[src/rtl/uart_pkg.sv]
// Shared UART types and helpers used by the uart_tx/uart_rx/parser family.
package uart_pkg;

  typedef enum logic [2:0] {
    IDLE    = 3'd0,
    LEN     = 3'd1,
    CMD     = 3'd2,
    PAYLOAD = 3'd3,
    CHK     = 3'd4
  } parser_state_e;

  typedef enum logic [1:0] {
    ERR_LEN     = 2'd0,
    ERR_CHK     = 2'd1,
    ERR_TIMEOUT = 2'd2
  } frame_err_e;

  localparam logic [7:0] DEFAULT_SYNC_BYTE = 8'hA5;

  function automatic int unsigned clks_per_bit(input int unsigned clk_hz, input int unsigned baud);
    return clk_hz / baud;
  endfunction

endpackage

[src/rtl/uart_gap_timer.sv]
// Inter-byte gap watchdog: counts idle cycles while enabled, pulses expire at the limit.
module uart_gap_timer #(
  parameter int unsigned TIMEOUT_CYCLES = 34720
) (
  input  logic clk,
  input  logic rst_n,
  input  logic enable,
  input  logic clear,
  output logic expire
);

  localparam int CNT_W = $clog2(TIMEOUT_CYCLES + 1);

  logic [CNT_W-1:0] count_reg;

  // A clear in the expiry cycle suppresses the pulse, so an arriving byte always wins.
  assign expire = enable && !clear && (count_reg == CNT_W'(TIMEOUT_CYCLES - 1));

  always_ff @(posedge clk) begin
    if (!rst_n || !enable || clear || expire) begin
      count_reg <= '0;
    end else begin
      count_reg <= count_reg + 1'b1;
    end
  end

endmodule

[src/rtl/uart_rx_frame_parser.sv]
// Host command frame parser: SYNC, LEN, CMD, LEN*4 payload bytes (LSB first), XOR checksum.
module uart_rx_frame_parser
  import uart_pkg::*;
#(
  parameter int unsigned CLK_FREQ_HZ   = 100_000_000,
  parameter int unsigned BAUD_RATE     = 115200,
  parameter logic [7:0]  SYNC_BYTE     = DEFAULT_SYNC_BYTE,
  parameter int unsigned MAX_WORDS     = 16,
  parameter int unsigned TIMEOUT_BYTES = 4,
  localparam int IDX_W = $clog2(MAX_WORDS)
) (
  input  logic             clk,
  input  logic             rst_n,
  input  logic [7:0]       rx_data,
  input  logic             rx_valid,
  output logic [31:0]      word_data,
  output logic [IDX_W-1:0] word_idx,
  output logic             word_valid,
  output logic [7:0]       frame_cmd,
  output logic             frame_done,
  output logic             frame_err,
  output logic [1:0]       err_code,
  output logic [7:0]       drop_cnt
);

  localparam int unsigned CLKS_PER_BIT   = clks_per_bit(CLK_FREQ_HZ, BAUD_RATE);
  localparam int unsigned TIMEOUT_CYCLES = TIMEOUT_BYTES * 10 * CLKS_PER_BIT;

  localparam logic [2:0] S_IDLE    = IDLE;
  localparam logic [2:0] S_LEN     = LEN;
  localparam logic [2:0] S_CMD     = CMD;
  localparam logic [2:0] S_PAYLOAD = PAYLOAD;
  localparam logic [2:0] S_CHK     = CHK;

  logic [2:0]       state_reg;
  logic [7:0]       acc_reg;
  logic [IDX_W:0]   len_reg;
  logic [7:0]       cmd_shadow_reg;
  logic [1:0]       byte_cnt_reg;
  logic [IDX_W-1:0] word_cnt_reg;
  logic [31:0]      word_shift_reg;
  logic [31:0]      word_data_reg;
  logic [IDX_W-1:0] word_idx_reg;
  logic             word_valid_reg;
  logic [7:0]       frame_cmd_reg;
  logic             frame_done_reg;
  logic             frame_err_reg;
  logic [1:0]       err_code_reg;
  logic [7:0]       drop_cnt_reg;
  logic             gap_expire;
  logic             last_word;

  uart_gap_timer #(
    .TIMEOUT_CYCLES(TIMEOUT_CYCLES)
  ) u_gap_timer (
    .clk    (clk),
    .rst_n  (rst_n),
    .enable (state_reg != S_IDLE),
    .clear  (rx_valid),
    .expire (gap_expire)
  );

  assign last_word = (word_cnt_reg == IDX_W'(len_reg - 1'b1));

  always_ff @(posedge clk) begin
    if (!rst_n) begin
      state_reg      <= S_IDLE;
      acc_reg        <= '0;
      len_reg        <= '0;
      cmd_shadow_reg <= '0;
      byte_cnt_reg   <= '0;
      word_cnt_reg   <= '0;
      word_shift_reg <= '0;
      word_data_reg  <= '0;
      word_idx_reg   <= '0;
      word_valid_reg <= 1'b0;
      frame_cmd_reg  <= '0;
      frame_done_reg <= 1'b0;
      frame_err_reg  <= 1'b0;
      err_code_reg   <= '0;
      drop_cnt_reg   <= '0;
    end else begin
      word_valid_reg <= 1'b0;
      frame_done_reg <= 1'b0;
      frame_err_reg  <= 1'b0;
      // Counters are zero whenever a frame starts.
      if (state_reg == S_IDLE) begin
        byte_cnt_reg <= '0;
        word_cnt_reg <= '0;
      end
      if (gap_expire) begin
        frame_err_reg <= 1'b1;
        err_code_reg  <= ERR_TIMEOUT;
        state_reg     <= S_IDLE;
      end else if (rx_valid) begin
        case (state_reg)
          S_IDLE: begin
            if (rx_data == SYNC_BYTE) begin
              acc_reg   <= '0;
              state_reg <= S_LEN;
            end else if (drop_cnt_reg != 8'hFF) begin
              drop_cnt_reg <= drop_cnt_reg + 1'b1;
            end
          end
          S_LEN: begin
            if (rx_data == 8'd0 || rx_data > 8'(MAX_WORDS)) begin
              frame_err_reg <= 1'b1;
              err_code_reg  <= ERR_LEN;
              state_reg     <= S_IDLE;
            end else begin
              len_reg   <= rx_data[IDX_W:0];
              acc_reg   <= rx_data;
              state_reg <= S_CMD;
            end
          end
          S_CMD: begin
            cmd_shadow_reg <= rx_data;
            acc_reg        <= acc_reg ^ rx_data;
            state_reg      <= S_PAYLOAD;
          end
          S_PAYLOAD: begin
            word_shift_reg[{byte_cnt_reg, 3'b000} +: 8] <= rx_data;
            acc_reg      <= acc_reg ^ rx_data;
            byte_cnt_reg <= byte_cnt_reg + 1'b1;
            if (byte_cnt_reg == 2'd3) begin
              word_data_reg  <= {rx_data, word_shift_reg[23:0]};
              word_idx_reg   <= word_cnt_reg;
              word_valid_reg <= 1'b1;
              word_cnt_reg   <= word_cnt_reg + 1'b1;
              if (last_word) begin
                state_reg <= S_CHK;
              end
            end
          end
          S_CHK: begin
            if (rx_data == acc_reg) begin
              frame_cmd_reg  <= cmd_shadow_reg;
              frame_done_reg <= 1'b1;
            end else begin
              frame_err_reg <= 1'b1;
              err_code_reg  <= ERR_CHK;
            end
            state_reg <= S_IDLE;
          end
          default: state_reg <= S_IDLE;
        endcase
      end
    end
  end

  assign word_data  = word_data_reg;
  assign word_idx   = word_idx_reg;
  assign word_valid = word_valid_reg;
  assign frame_cmd  = frame_cmd_reg;
  assign frame_done = frame_done_reg;
  assign frame_err  = frame_err_reg;
  assign err_code   = err_code_reg;
  assign drop_cnt   = drop_cnt_reg;

endmodule

[config.mk]
export PLATFORM = sky130hd
export DESIGN_NAME = uart_rx_frame_parser
export DESIGN_NICKNAME = d
export VERILOG_FILES = /design/src/rtl/uart_pkg.sv /design/src/rtl/uart_gap_timer.sv /design/src/rtl/uart_rx_frame_parser.sv
export SDC_FILE = /design/constraint.sdc
export NUM_CORES = 1
export LEC_CHECK = 0
export CAP_MARGIN = 20
export CELL_PAD_IN_SITES_DETAIL_PLACEMENT = 0
export CELL_PAD_IN_SITES_GLOBAL_PLACEMENT = 1
export CORE_AREA = 2 2 114 116
export CTS_BUF_LIST = sky130_fd_sc_hd__clkbuf_8 sky130_fd_sc_hd__clkbuf_16
export DETAILED_ROUTE_END_ITERATION = 16
export DIE_AREA = 0 0 116 118
export PLACE_DENSITY_LB_ADDON = 0.1
export SKIP_LAST_GASP = 1
export SYNTH_ARGS = -nofsm -noshare
export SYNTH_HDL_FRONTEND = slang
export SYNTH_SLANG_ARGS = --single-unit
[constraint.sdc]
create_clock -name clk -period 3.8 [get_ports clk]
set_input_delay 0.76 -clock clk [delete_from_list [all_inputs] [get_ports clk]]
set_output_delay 0.76 -clock clk [all_outputs]
set_load 0.01 [all_outputs]
==> impl_metrics.tcl <==
# metrics dict for downstream scripts
set metrics [dict create \
    place_inst 860 \
    portBuffers 67 \
    lay_top_cells "141 x nand2_1, 126 x dfxtp_1, 85 x a21oi_1, 67 x clkdlybuf4s50_1, 56 x nor2_1" \
    drt-pass1-iter-count 4 \
    die_w_microns 116 \
    ctsResizeCount 0 \
    antenna_found_initial 0 \
    drt-vias-per-instance 5.10 \
    grt_overflow 0 \
    maxCapViolations 0 \
    rsz0062_at_grt "false" \
    status "finished, final reports clean" \
    fin_ws_ps 1090 \
    final_antenna_net_count 0 \
    ff2ff_setup_slack_ps 1460 \
    crit_fanout 12 \
    postSynthSeqShare 0.467 \
    hold_violations 0 \
    p_leak_nw 2.43 \
    syn_area_sq_mm 0.00540 \
    power_frac_seq 0.401 \
    path_class "input pin to flop" \
    track_usage 0.191 \
    htreeDepth 4 \
    detail_route.wl_per_cell_microns 14.2 \
    fin_cells 892 \
    dpl.hpwl_microns 8530 \
    hold_slack_ps 450 \
    crit_family "simple AND/OR/NAND/NOR gates" \
    min_period_ps 2710 \
    tightest_slew_ps 916 \
    path_buffers 1 \
    worstReg2RegEnd "word_data[25]" \
    row_count 41 \
    report.final.slew_viol_count 0 \
    fp_util 0.435 \
]
==> cells in the mapped netlist, types with 6 or more instances <==
cell,n,area share
nor4_1,6,0.0069
mux2i_1,17,0.031
ha_1,9,0.021
buf_2,9,0.0083
o211ai_1,7,0.0097
nand3_1,38,0.035
xor2_1,19,0.031
nand4_1,9,0.010
inv_1,9,0.0063
a21oi_1,85,0.079
nor3_1,7,0.0065
xnor2_1,11,0.018
clkbuf_1,21,0.015
nor2_1,56,0.039
o21ai_0,15,0.014
dfxtp_1,126,0.47
nand2_1,141,0.098
==> cells by family after synthesis <==
kind of cell / Yosys count / share of synthesized area
muxes: 18 / 0.0336
DFF: 126 / 0.467
AOI/OAI and AO/OA: 123 / 0.134
xor gates and xnor gates: 30 / 0.0486
adders and majority gates: 9 / 0.0208
and+or+nand+nor: 292 / 0.246
buffers and inverters: 51 / 0.0503
==> cell type report <==
class	instances	area share
timing repair buffer	79	0.113
inverter	11	0.00602
clock buffer	19	0.0661
clock inverter	13	0.0352
multi-input combinational	472	0.381
tap	172	0.0314
sequential	126	0.368
==> power by group through the flow <==
stage	Combinational, W	Sequential [W]	Clock (W)
2_1_floorplan	0.0000552	0.00136	0
3_3_place_gp	0.0000889	0.00136	0
3_5_place_dp	0.0000902	0.00136	0
4_1_cts	0.0000902	0.00133	0.00192
5_1_grt	0.0000969	0.00133	0.00199
6_report	0.0000899	0.00133	0.00189
==> worst reg2reg max path: stages, from the launching register on <==
cell	delay, ps
dfxtp_1	620
and4b_1	500
nand2_1	520
buf_4	410
nand2_1	100
a21oi_1	60
==> per-layer routing <==
| metal | up-vias | global-route usage |
|---|---|---|
| met1 | 2143 | 0.246 |
| met3 | 14 | 0.0453 |
| li1 | 2320 | - |
| met2 | 76 | 0.307 |
| met4 | 0 | 0.0737 |
| met5 | - | 0 |
Figure 1. Signal wires on met1.
The bar under the picture is 20 microns long. Cells faint in the background.
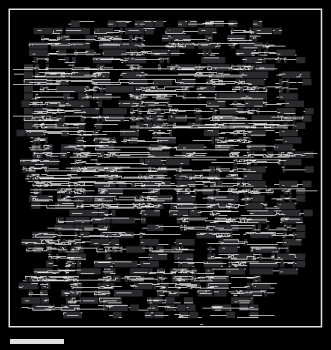
wire length on this layer: 5880 microns
share of all routed wire: 46%

Figure 2. Metal 2.
Cells faint in the background.
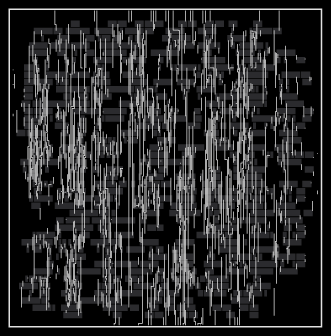
longest straight run: 69.7 microns
main direction: vertical
nets with wire on the layer: 582
share of all routed wire: 49%

Figure 3. Signal wires on met3.
The bar under the picture is 20 microns long. Cells faint in the background.
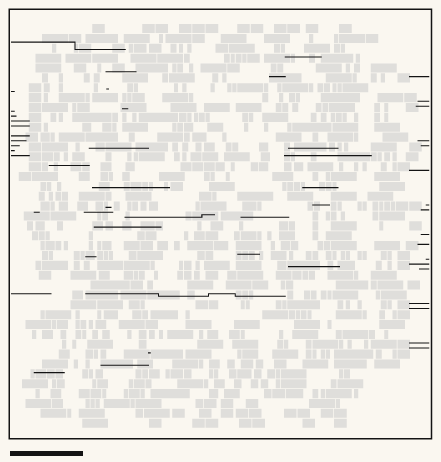
nets with wire on the layer: 43
longest straight run: 23.9 microns

Power and IR drop assume default switching activity.
